==> config.mk <==
export PLATFORM = sky130hd
export DESIGN_NAME = puf_ro_crp_collector
export DESIGN_NICKNAME = d
export VERILOG_FILES = /design/src/rtl/puf_ro_crp_collector.sv
export SDC_FILE = /design/constraint.sdc
export NUM_CORES = 1
export LEC_CHECK = 0
export ABC_AREA = 1
export ABC_CLOCK_PERIOD_IN_PS = 2850
export CAP_MARGIN = 20
export CELL_PAD_IN_SITES_DETAIL_PLACEMENT = 0
export CELL_PAD_IN_SITES_GLOBAL_PLACEMENT = 1
export CORE_MARGIN = 4
export CORE_UTILIZATION = 46
export CTS_CLUSTER_SIZE = 8
export DETAILED_ROUTE_END_ITERATION = 6
export PLACE_DENSITY = 0.86
export SLEW_MARGIN = 20
export SYNTH_ARGS = -nofsm -noshare
export SYNTH_HDL_FRONTEND = slang
export SYNTH_SLANG_ARGS = --single-unit
==> constraint.sdc <==
create_clock -name clk_i -period 2.85 [get_ports clk_i]
set_clock_uncertainty 0.2 [all_clocks]
set_input_delay 0.285 -clock clk_i [delete_from_list [all_inputs] [get_ports clk_i]]
set_output_delay 0.285 -clock clk_i [all_outputs]
set_load 0.02 [all_outputs]
**Cell classes on the final placement**

Bar = 20 um.
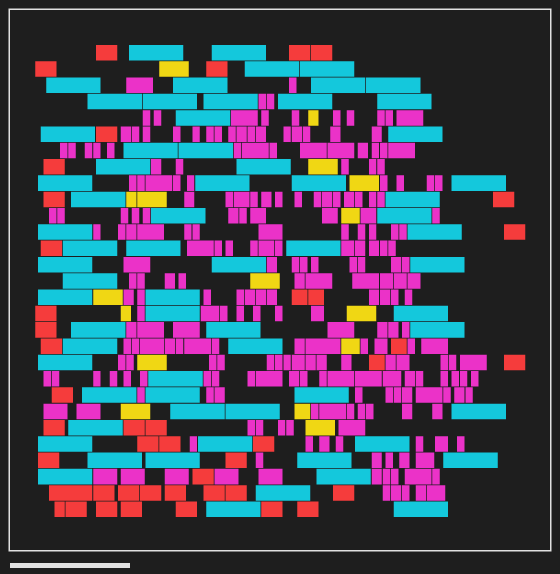
Key: clock drivers and dummy loads = yellow [cells 16, share of their area 4.8%]; remaining buffers and delay cells = red [cells 44, share of their area 12%]; combinational and other logic = magenta [cells 253, share of their area 38%]; sequential cells = cyan [cells 67, share of their area 46%]
Rows: 29
Design Area, Final: 3760 sq um
final core utilization: 58.3%
flop share of the area: 44.5%
core area: 6460 sq um

**Gate-type map**

Bar = 20 um.
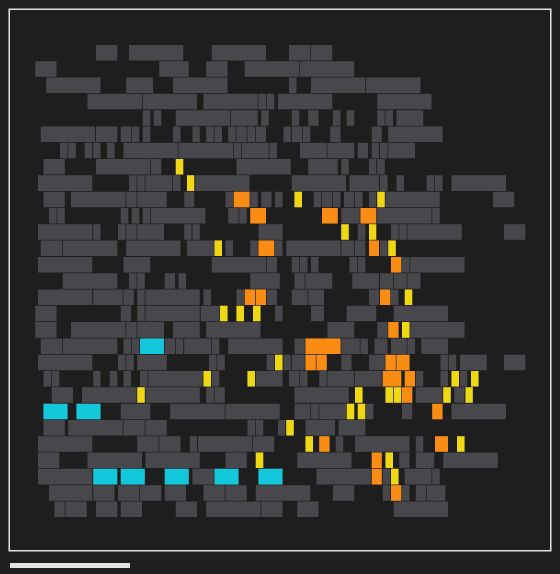
Key: inv cells = yellow [cells 32, most used inv_1]; aoi and oai cells = orange [cells 25, most used o21ai_0]; mux cells = cyan [cells 8, most used mux2_2, where bottom left]
non-filler cells, final: 457
most frequent logic cell in the layout: nand2_1
logic share of the area: 33.4%

**Power grid**

Pins as bars on the die edge. Tap cells in grey.
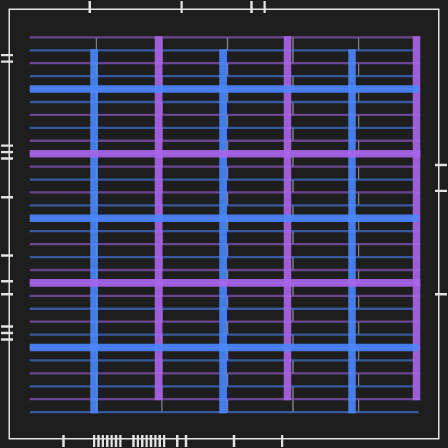
Key: VDD = purple; VSS = blue
77 tap cells. 39 signal pins sit on the boundary. 6 straps on met4. The core has 29 rows. 5 straps on met5.
die width: 90.1 um
Die Y: 90.1 um
Max IR drop VDD: 505 uV

==> impl_metrics.ini <==
; physical design summary
[drt]
postRouteWirelength_um = 5920
drtAntennaViolNets = 0
route.detailed.drc = 0
met2_length_um = 2660
dr.pass1.iters = 4
vias_per_cell = 4.83

[layout]
largest_reg_flops = 24
drive_gt1_share_pct = 10.3
areaGrowthSynthToFinish_pct = 21.5
layout.nets = 421
fillers = 578

[logic_synthesis]
ys_ff = 67
syn_area_per_cell_sq_um = 9.48
synth.net_count = 373
synth.most_common_cell = nand2_1
syn-cell-area_sq_um = 3100
synth_top_area_share_pct = 54.1
synth_top_cell_by_area = dfrtp_1
synth_cell_types = 25
netlist_instances = 327

[power_and_ir_drop]
p_per_area_nw_per_um2 = 762
p_leak_nw = 1.98

[clock_tree]
cts_max_level = 3
cts_tree = done
hold_buffers = 1
numCtsBuffers = 9
path_clk_slew_ps = 70
clock_path_buffers = 2
ctsResizeCount = 0

[place]
dp_cells = 440
post-place-ws_ps = 673
routabilityCongestion = 0.773

[grt]
use_met2_pct = 25.8
grt_pass1_wl_um = 10900
first_global_vias = 2325
grt.overflow.total = 0
grt_usage_pct = 16.5
grt_busiest_layer = met2
grtUsageMet1_pct = 21.9
use_met3_pct = 4.09
grt_max_degree = 68

[timing]
timing.final.ws_setup_ps = 422
finalHoldViolations = 0
setup_viol = 0
fin_crit_sh_pct = 85.2
rsz0062_at_grt = no
fmax_ghz = 0.412
setup_tns_ps = 0
worst_pin_slew_ps = 598
maxSlewViolCount = 0

[worst_setup_path]
rr_worst_depth = 10
cp.arrival_ps = 1940
path_max_fanout = 6
worst-setup-path-type = reg2out
required_ps = 2370

[floorplan]
chipArea_sq_um = 8110
initCoreUtil_pct = 48.0

[status]
status = finished clean

[hold_path]
hp-class = reg2reg

[job]
warning_count = 32
[report_power, final]
| part | switching (mW) | total (mW) | internal, mW |
|---|---|---|---|
| clock | 0.372 | 0.711 | 0.339 |
| sequential | 0.0757 | 1.15 | 1.07 |
| combinational | 0.616 | 1.01 | 0.395 |
| total | 1.06 | 2.87 | 1.80 |
[cell type report]
cell class                      count  area (sq um)  area share, %
Clock buffer                       10           138           3.66
Clock inverter                      6          40.0           1.06
Inverter                           32           120           3.19
Multi-Input combinational cell    221          1260           33.4
Sequential cell                    67          1680           44.5
Tap cell                           77          96.3           2.56
Timing Repair Buffer               44           435           11.6
[cells by family after synthesis]
family	after synthesis	synth area share, %
and+or+nand+nor	158	21.2
DFF	67	54.1
buffers and inverters	39	5.29
adders and majority gates	26	10.5
AOI/OAI and AO/OA	25	5.01
muxes	8	2.91
xor gates and xnor gates	3	0.848
other	1	0.121
[placed cells by master (no fill, tap or decap), drive strengths merged]
cell type / instances
nand2: 113
dfrtp: 67
clkdlybuf4s50: 37
inv: 33
nand3: 31
ha: 26
o21ai: 12
clkbuf: 10
nor2: 10
mux2: 8
a21oi: 6
buf: 6
o21bai: 5
clkinv: 4
or2: 2
o22ai: 2
xor2: 2
nor3: 1
xnor2: 1
nand4: 1
clkinvlp: 1
dlygate4sd3: 1
conb: 1
[through the flow]
step	hold slack [ps]	utilization [%]	instance area, sq um	power [mW]
floorplan	-211	-	3100	1.83
global placement	132	55.4	3580	2.16
detailed placement	133	55.4	3580	2.18
CTS	154	58.3	3760	2.90
global route	160	58.3	3760	3.07
finish	151	58.3	3760	2.87
[critical path, cell delays in order (launching register included)]
cell	delay, ps
dfrtp_1	430
inv_1	110
ha_1	320
nand2_1	80
inv_1	60
clkdlybuf4s50_1	600
Power figures rest on the tool's default switching activity, not on a simulated workload.
